$ cat src/rtl/vc_sched_arbiter_if.sv
// vc_sched_arbiter_if
//   Bundles the scheduler's FIFO-side, table-side and link-side signals.
//   slave  : the scheduler (consumes FIFO/table state, produces pop/adv/data)
//   master : the environment that drives the scheduler
// Signals:
//   enb          block enable
//   sched_vc     VC chosen by the current priority-table slot
//   vc_empty     per-VC FIFO empty flags (bit n = VCn)
//   vc0..3_data  FIFO head words (first-word-fall-through)
//   dest_afull   downstream almost-full
//   pop          one-hot FIFO pop (combinational)
//   sched_adv    priority-table advance (combinational)
//   data_out     registered granted word, qualified by valid_out
//   grant_vc     registered VC that produced data_out
//   fallback_cnt saturating count of round-robin fallback grants
//   stall_cnt    saturating count of enabled HOLD cycles
interface vc_sched_arbiter_if #(
    parameter int unsigned DATA_W = 8,
    parameter int unsigned CNT_W  = 8
);
    logic              enb;
    logic [1:0]        sched_vc;
    logic [3:0]        vc_empty;
    logic [DATA_W-1:0] vc0_data;
    logic [DATA_W-1:0] vc1_data;
    logic [DATA_W-1:0] vc2_data;
    logic [DATA_W-1:0] vc3_data;
    logic              dest_afull;
    logic [3:0]        pop;
    logic              sched_adv;
    logic [DATA_W-1:0] data_out;
    logic              valid_out;
    logic [1:0]        grant_vc;
    logic [CNT_W-1:0]  fallback_cnt;
    logic [CNT_W-1:0]  stall_cnt;

    modport slave (
        input  enb, sched_vc, vc_empty, vc0_data, vc1_data, vc2_data, vc3_data, dest_afull,
        output pop, sched_adv, data_out, valid_out, grant_vc, fallback_cnt, stall_cnt
    );

    modport master (
        output enb, sched_vc, vc_empty, vc0_data, vc1_data, vc2_data, vc3_data, dest_afull,
        input  pop, sched_adv, data_out, valid_out, grant_vc, fallback_cnt, stall_cnt
    );
endinterface

$ cat src/rtl/vc_sched_arbiter.sv
// vc_sched_arbiter
//   Virtual-channel scheduler between four VC FIFOs and the shared output
//   link. Each grant cycle it pops the VC named by the priority-table slot;
//   if that VC is empty it falls back to round-robin over the other VCs.
//   Pop and table-advance are combinational; the granted word is registered.
// Ports:
//   clk  single clock, rising edge
//   rst  asynchronous, active-low reset
//   bus  vc_sched_arbiter_if.slave (see interface header for signal list)
module vc_sched_arbiter #(
    parameter int unsigned DATA_W = 8,
    parameter int unsigned CNT_W  = 8
) (
    input  logic                 clk,
    input  logic                 rst,
    vc_sched_arbiter_if.slave    bus
);

    typedef enum logic [1:0] {
        IDLE   = 2'd0,
        ACTIVE = 2'd1,
        HOLD   = 2'd2
    } state_t;

    localparam logic [CNT_W-1:0] CNT_MAX = '1;

    state_t            state, state_nxt;
    logic [1:0]        rr_ptr;
    logic              gw;
    logic [3:0]        pop_c;
    logic [1:0]        grant_idx;
    logic              fb_hit;
    logic [DATA_W-1:0] head;

    logic [DATA_W-1:0] data_q;
    logic              valid_q;
    logic [1:0]        grant_q;
    logic [CNT_W-1:0]  fallback_q;
    logic [CNT_W-1:0]  stall_q;

    // ------------------------------------------------------------------
    // State register
    // ------------------------------------------------------------------
    always_ff @(posedge clk or negedge rst) begin
        if (!rst) begin
            state <= IDLE;
        end else begin
            state <= state_nxt;
        end
    end

    // Next state; a low enable overrides every other transition
    always_comb begin
        state_nxt = state;
        if (!bus.enb) begin
            state_nxt = IDLE;
        end else begin
            case (state)
                IDLE:    state_nxt = ACTIVE;
                ACTIVE:  state_nxt = bus.dest_afull ? HOLD : ACTIVE;
                HOLD:    state_nxt = bus.dest_afull ? HOLD : ACTIVE;
                default: state_nxt = IDLE;
            endcase
        end
    end

    // ------------------------------------------------------------------
    // Grant decision: primary slot first, else round-robin starting after
    // rr_ptr and skipping the (empty) slot VC. The fourth candidate is
    // rr_ptr itself, so every other VC gets a chance.
    // ------------------------------------------------------------------
    always_comb begin
        logic [1:0] cand;
        logic       found;
        gw        = (state == ACTIVE) && bus.enb && !bus.dest_afull;
        pop_c     = '0;
        grant_idx = bus.sched_vc;
        fb_hit    = 1'b0;
        cand      = '0;
        found     = 1'b0;
        if (gw) begin
            if (!bus.vc_empty[bus.sched_vc]) begin
                pop_c[bus.sched_vc] = 1'b1;
            end else begin
                for (int unsigned k = 1; k <= 4; k++) begin
                    cand = rr_ptr + k[1:0];
                    if (!found && (cand != bus.sched_vc) && !bus.vc_empty[cand]) begin
                        found     = 1'b1;
                        grant_idx = cand;
                    end
                end
                if (found) begin
                    pop_c[grant_idx] = 1'b1;
                    fb_hit           = 1'b1;
                end
            end
        end
    end

    always_comb begin
        head = '0;
        case (grant_idx)
            2'd0:    head = bus.vc0_data;
            2'd1:    head = bus.vc1_data;
            2'd2:    head = bus.vc2_data;
            default: head = bus.vc3_data;
        endcase
    end

    // ------------------------------------------------------------------
    // Output register: one-cycle data latency, data/grant hold when idle
    // ------------------------------------------------------------------
    always_ff @(posedge clk or negedge rst) begin
        if (!rst) begin
            data_q  <= '0;
            valid_q <= 1'b0;
            grant_q <= '0;
        end else if (pop_c != '0) begin
            data_q  <= head;
            valid_q <= 1'b1;
            grant_q <= grant_idx;
        end else begin
            valid_q <= 1'b0;
        end
    end

    // Round-robin pointer moves only on fallback grants; reset value 3 makes
    // the first fallback search begin at VC0.
    always_ff @(posedge clk or negedge rst) begin
        if (!rst) begin
            rr_ptr <= 2'd3;
        end else if (fb_hit) begin
            rr_ptr <= grant_idx;
        end
    end

    // Saturating statistics counters
    always_ff @(posedge clk or negedge rst) begin
        if (!rst) begin
            fallback_q <= '0;
            stall_q    <= '0;
        end else begin
            if (fb_hit && (fallback_q != CNT_MAX)) begin
                fallback_q <= fallback_q + CNT_W'(1);
            end
            if ((state == HOLD) && bus.enb && (stall_q != CNT_MAX)) begin
                stall_q <= stall_q + CNT_W'(1);
            end
        end
    end

    assign bus.pop          = pop_c;
    assign bus.sched_adv    = |pop_c;
    assign bus.data_out     = data_q;
    assign bus.valid_out    = valid_q;
    assign bus.grant_vc     = grant_q;
    assign bus.fallback_cnt = fallback_q;
    assign bus.stall_cnt    = stall_q;

endmodule

$ cat src/flat_wrapper.sv
// flat-port wrapper written by rule: the top's interface ports become plain ports
module vc_sched_arbiter_flat 
#(
    parameter int unsigned DATA_W = 8,
    parameter int unsigned CNT_W  = 8
)
  (clk, rst, bus_enb, bus_sched_vc, bus_vc_empty, bus_vc0_data, bus_vc1_data, bus_vc2_data, bus_vc3_data, bus_dest_afull, bus_pop, bus_sched_adv, bus_data_out, bus_valid_out, bus_grant_vc, bus_fallback_cnt, bus_stall_cnt);
  vc_sched_arbiter_if #(.DATA_W(DATA_W), .CNT_W(CNT_W)) bus_i ();
  input  logic clk;
  input  logic rst;
  input wire logic [$bits(bus_i.enb)-1:0] bus_enb;
  input wire logic [$bits(bus_i.sched_vc)-1:0] bus_sched_vc;
  input wire logic [$bits(bus_i.vc_empty)-1:0] bus_vc_empty;
  input wire logic [$bits(bus_i.vc0_data)-1:0] bus_vc0_data;
  input wire logic [$bits(bus_i.vc1_data)-1:0] bus_vc1_data;
  input wire logic [$bits(bus_i.vc2_data)-1:0] bus_vc2_data;
  input wire logic [$bits(bus_i.vc3_data)-1:0] bus_vc3_data;
  input wire logic [$bits(bus_i.dest_afull)-1:0] bus_dest_afull;
  output wire logic [$bits(bus_i.pop)-1:0] bus_pop;
  output wire logic [$bits(bus_i.sched_adv)-1:0] bus_sched_adv;
  output wire logic [$bits(bus_i.data_out)-1:0] bus_data_out;
  output wire logic [$bits(bus_i.valid_out)-1:0] bus_valid_out;
  output wire logic [$bits(bus_i.grant_vc)-1:0] bus_grant_vc;
  output wire logic [$bits(bus_i.fallback_cnt)-1:0] bus_fallback_cnt;
  output wire logic [$bits(bus_i.stall_cnt)-1:0] bus_stall_cnt;
  assign bus_i.enb = bus_enb;
  assign bus_i.sched_vc = bus_sched_vc;
  assign bus_i.vc_empty = bus_vc_empty;
  assign bus_i.vc0_data = bus_vc0_data;
  assign bus_i.vc1_data = bus_vc1_data;
  assign bus_i.vc2_data = bus_vc2_data;
  assign bus_i.vc3_data = bus_vc3_data;
  assign bus_i.dest_afull = bus_dest_afull;
  assign bus_pop = bus_i.pop;
  assign bus_sched_adv = bus_i.sched_adv;
  assign bus_data_out = bus_i.data_out;
  assign bus_valid_out = bus_i.valid_out;
  assign bus_grant_vc = bus_i.grant_vc;
  assign bus_fallback_cnt = bus_i.fallback_cnt;
  assign bus_stall_cnt = bus_i.stall_cnt;
  vc_sched_arbiter #(.DATA_W(DATA_W), .CNT_W(CNT_W)) u_core (.clk(clk), .rst(rst), .bus(bus_i));
endmodule
$ cat config.mk
export PLATFORM = sky130hd
export DESIGN_NAME = vc_sched_arbiter_flat
export DESIGN_NICKNAME = d
export VERILOG_FILES = /design/src/rtl/vc_sched_arbiter_if.sv /design/src/rtl/vc_sched_arbiter.sv /design/src/flat_wrapper.sv
export SDC_FILE = /design/constraint.sdc
export NUM_CORES = 1
export LEC_CHECK = 0
export ABC_AREA = 1
export CAP_MARGIN = 15
export CELL_PAD_IN_SITES_DETAIL_PLACEMENT = 0
export CELL_PAD_IN_SITES_GLOBAL_PLACEMENT = 1
export CORE_ASPECT_RATIO = 1.2
export CORE_MARGIN = 1.5
export CORE_UTILIZATION = 32
export CTS_CLUSTER_SIZE = 14
export DETAILED_ROUTE_END_ITERATION = 6
export MAX_ROUTING_LAYER = met4
export PLACE_DENSITY = 0.85
export REMOVE_ABC_BUFFERS = 1
export SYNTH_ARGS = -nofsm -noshare
export SYNTH_HDL_FRONTEND = slang
export SYNTH_SLANG_ARGS = --single-unit
$ cat constraint.sdc
create_clock -name clk -period 3.99 [get_ports clk]
set_input_delay 1.197 -clock clk [delete_from_list [all_inputs] [get_ports clk]]
set_output_delay 1.197 -clock clk [all_outputs]
set_load 0.05 [all_outputs]
Figure 1. Routed clock nets over the placement (run 1).
Bar = 20 um.
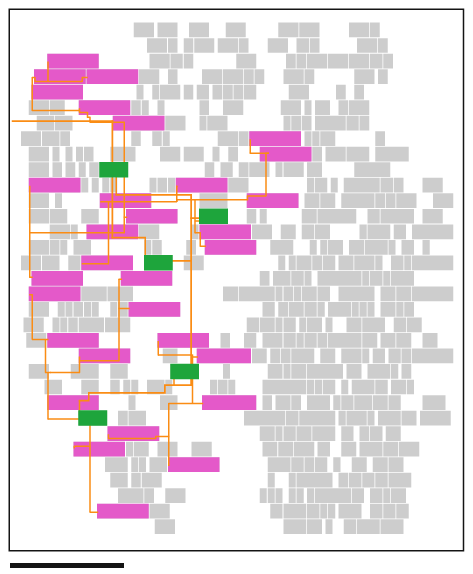
[orange] clock wires | length: 436 um
[magenta] flip-flops | count: 31
[green] clock-net drivers | count: 5
routed clock nets: 6
P_clk: 0.275 mW
skew final: 8.107 ps
clock insertion delay at the later pin of the skew report: 280 ps
Clock power frac: 0.091

Figure 2. Metal layers overlaid (run 1).
Bar = 20 um.
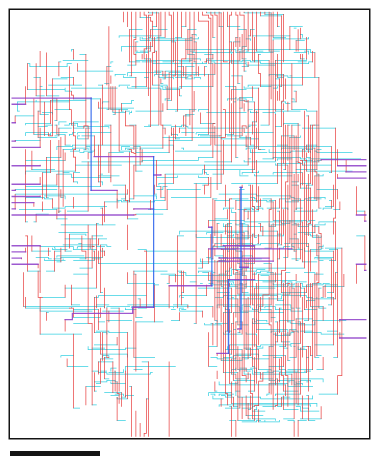
[red] M2 | wire length: 3940 um
[blue] M4 | wire length: 114 um
[purple] M3 | wire length: 256 um
[cyan] M1 | wire length: 3050 um

Figure 3. Register map, names as in the netlist (run 1).
Other sequential cells in the stronger gray, the rest of the logic in the fainter gray.
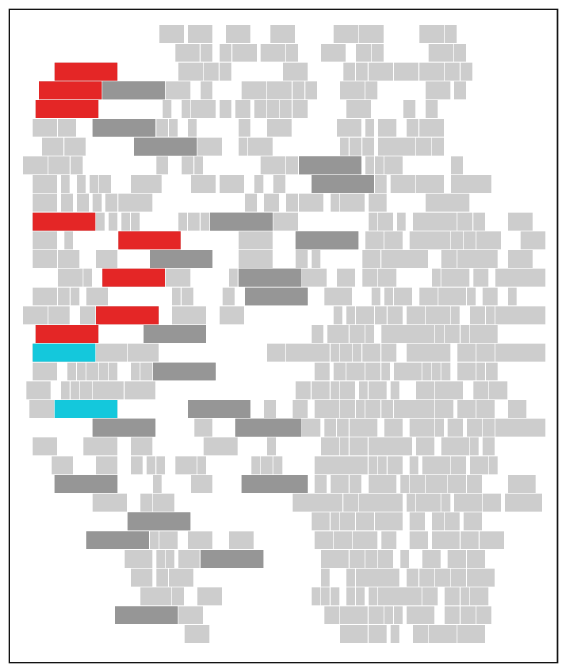
[cyan] u_core.state | placed flops: 2
[red] u_core.bus.stall_cnt | placed flops: 8
not colored: 21

==> flow_summary_export.csv, run 1 <==
group,metric,value,unit
layout,comb_cells,244,
clocking,clock_sinks,31,
yosys,synthTopCellsByCount,"nand2_1 (92), nand3_1 (73), dfrtp_1 (29)",
timing,fin_tns_setup,-35.60,ps
layout,nFillCells,602,
placed_design,dp.cells,498,
global_route,gr-usage-met3,0.03285,
timing,holdWs,490.6,ps
timing,finalWorstSetupSlack,-35.60,ps
yosys,synth_top_cell_by_area,"dfrtp_1",
route,finalWirelength,7360,um
global_route,grt_max_degree,32,
die,dieArea,7508,um^2
layout,logic_area,1625,um^2
setup_path,crit_chain,"buf_8 > buf_6 > nand3_4 > nand3_4 > nand2_8 > nand2_4 > a21oi_1 > nor2_1 > nor2_1 > nor2_2 > nand3_4 > nand2_4 > o21ai_4 > nand2_2 > buf_8",
timing,drv_slew,0,
yosys,avgSynthCellArea,7.084,um^2
clocking,postCtsSetupBuffers,15,
power,total_power,3.014,mW
yosys,synth.most_common_cell,"nand2_1",
timing,setup_viol,1,
route,drt_iter0_markers,145,
power,power_leader,"combinational cells",
power,powerComb,2.25,mW
layout,nets,488,
setup_path,crit_path_start,"bus_sched_vc[1]",
setup_path,critPathKind,"primary input to output pin",
layout,instances_no_fill,528,
yosys,xor_area_frac,0.05478,
worst_hold_path,hp-class,"register to register",
power,swShare,0.5075,
power,internal_power,1.484,mW
setup_path,start_kind,"primary input",
route,ant_nets,0,
placed_design,gp_congestion,0.8441,
clocking,ctsHoldBuffers,0,
route,route.top_layer_used,"met4",
yosys,syn_area,2238,um^2
route,drc,0,
layout,post-route-cell-area,3951,um^2
power,pwr-share-comb,0.747,
timing,fin_crit,4026,ps
status,status,"finished, violations left",
die,rows,33,
yosys,ys_seq_share,0.3477,
yosys,synth-seq-cells,31,
setup_path,r2r-start,"u_core.rr_ptr[1]",
route,met1_length,3050,um
die,die_x,79.35,um
power,switchingPower,1.529,mW
power,seq_power_share,0.161,
route,dr_wl_met3,256,um
layout,nonClkBufAreaFrac,0.3037,
route,met2_length,3940,um
power,power_density,762.7,nW/um^2
clocking,clk_pin_slew,70,ps
global_route,grt_usage,0.1997,
yosys,ys_sh_mux,0.005031,
setup_path,critPathMaxStageDelay,170,ps
timing,worst_pin_slew,533.5,ps
placed_design,dp_slack,-519.1,ps
setup_path,r2r-end,"u_core.bus.data_out[5]",
setup_path,cpMostUsedCell,"nand3_4",
die,die_h,94.62,um
die,n_tap_cell,87,
yosys,yosys.area_share.adder,0.03354,
yosys,synth.cellmix.compoundShare,0.04360,
layout,seq_area,778.2,um^2
route,post_drt_wl_per_cell,13.94,um
clocking,root_buffer,"clkbuf_8",
global_route,grt_util_met1,0.2245,
global_route,grt_pass1_vias,2476,
layout,dominant_cells,"logic gates",
die,fp_util,0.3286,
power,ir_drop,0.0003432,V
clocking,cts_resized,78,
setup_path,worst_r2r_path_depth,18,
status,violations,"setup timing",
layout,nNonClkBuffers,126,
yosys,edf_count,0,
die,design.core.area,6813,um^2
route,vias_per_cell,4.879,
yosys,topCellsByArea,"dfrtp_1 (32%), nand3_1 (16%), nand2_1 (15%)",
==> run 2: changes to the inputs <==
--- a/config.mk
+++ b/config.mk
@@ -12,7 +12,6 @@
 export CORE_ASPECT_RATIO = 1.2
 export CORE_MARGIN = 1.5
 export CORE_UTILIZATION = 32
-export CTS_CLUSTER_SIZE = 14
 export DETAILED_ROUTE_END_ITERATION = 6
 export MAX_ROUTING_LAYER = met4
 export PLACE_DENSITY = 0.85
Figure 4. Congestion heat map (run 2).
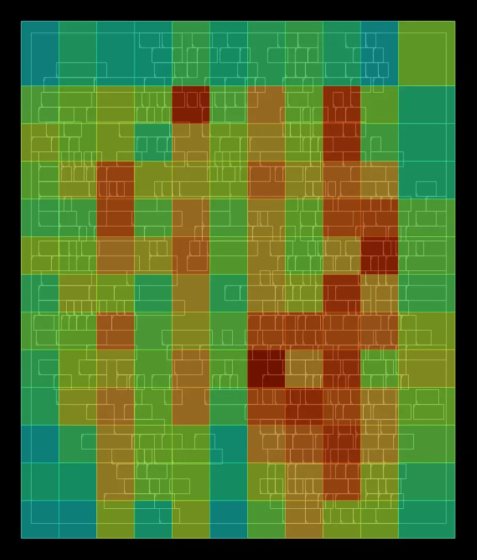
met3 Use GR: 0.03285
busiest layer in global routing: met2
WL/cell: 13.94 um
met1 usage: 0.2245
Global Route met2 Usage: 0.3583

==> flow_summary_export.csv, run 2 <==
group,metric,value,unit
layout,instances_no_fill,528,
die,die_x,79.35,um
clocking,root_buffer,"clkbuf_8",
die,fp_util,0.3286,
setup_path,critPathMaxStageDelay,170,ps
power,power_leader,"combinational cells",
layout,nNonClkBuffers,126,
global_route,grt_usage,0.1997,
yosys,ys_seq_share,0.3477,
route,dr_wl_met3,256,um
setup_path,start_kind,"primary input",
clocking,clkLatencyLatePin,280,ps
setup_path,critPathKind,"primary input to output pin",
global_route,grt_pass1_vias,2476,
route,drc,0,
yosys,topCellsByArea,"dfrtp_1 (32%), nand3_1 (16%), nand2_1 (15%)",
layout,nets,488,
power,pwr-share-comb,0.747,
die,dieArea,7508,um^2
placed_design,dp_slack,-519.1,ps
timing,worst_pin_slew,533.5,ps
route,route.top_layer_used,"met4",
layout,nFillCells,602,
timing,setup_viol,1,
power,switchingPower,1.529,mW
clocking,ctsHoldBuffers,0,
power,powerClk,0.275,mW
route,met1_length,3050,um
yosys,edf_count,0,
yosys,syn_area,2238,um^2
die,design.core.area,6813,um^2
status,status,"finished, violations left",
yosys,synth.cellmix.compoundShare,0.04360,
power,p_clk_frac,0.091,
timing,fin_skew,8.107,ps
status,violations,"setup timing",
clocking,clock_sinks,31,
placed_design,dp.cells,498,
placed_design,gp_congestion,0.8441,
timing,finalWorstSetupSlack,-35.60,ps
Power is estimated from default activity; no workload was simulated.
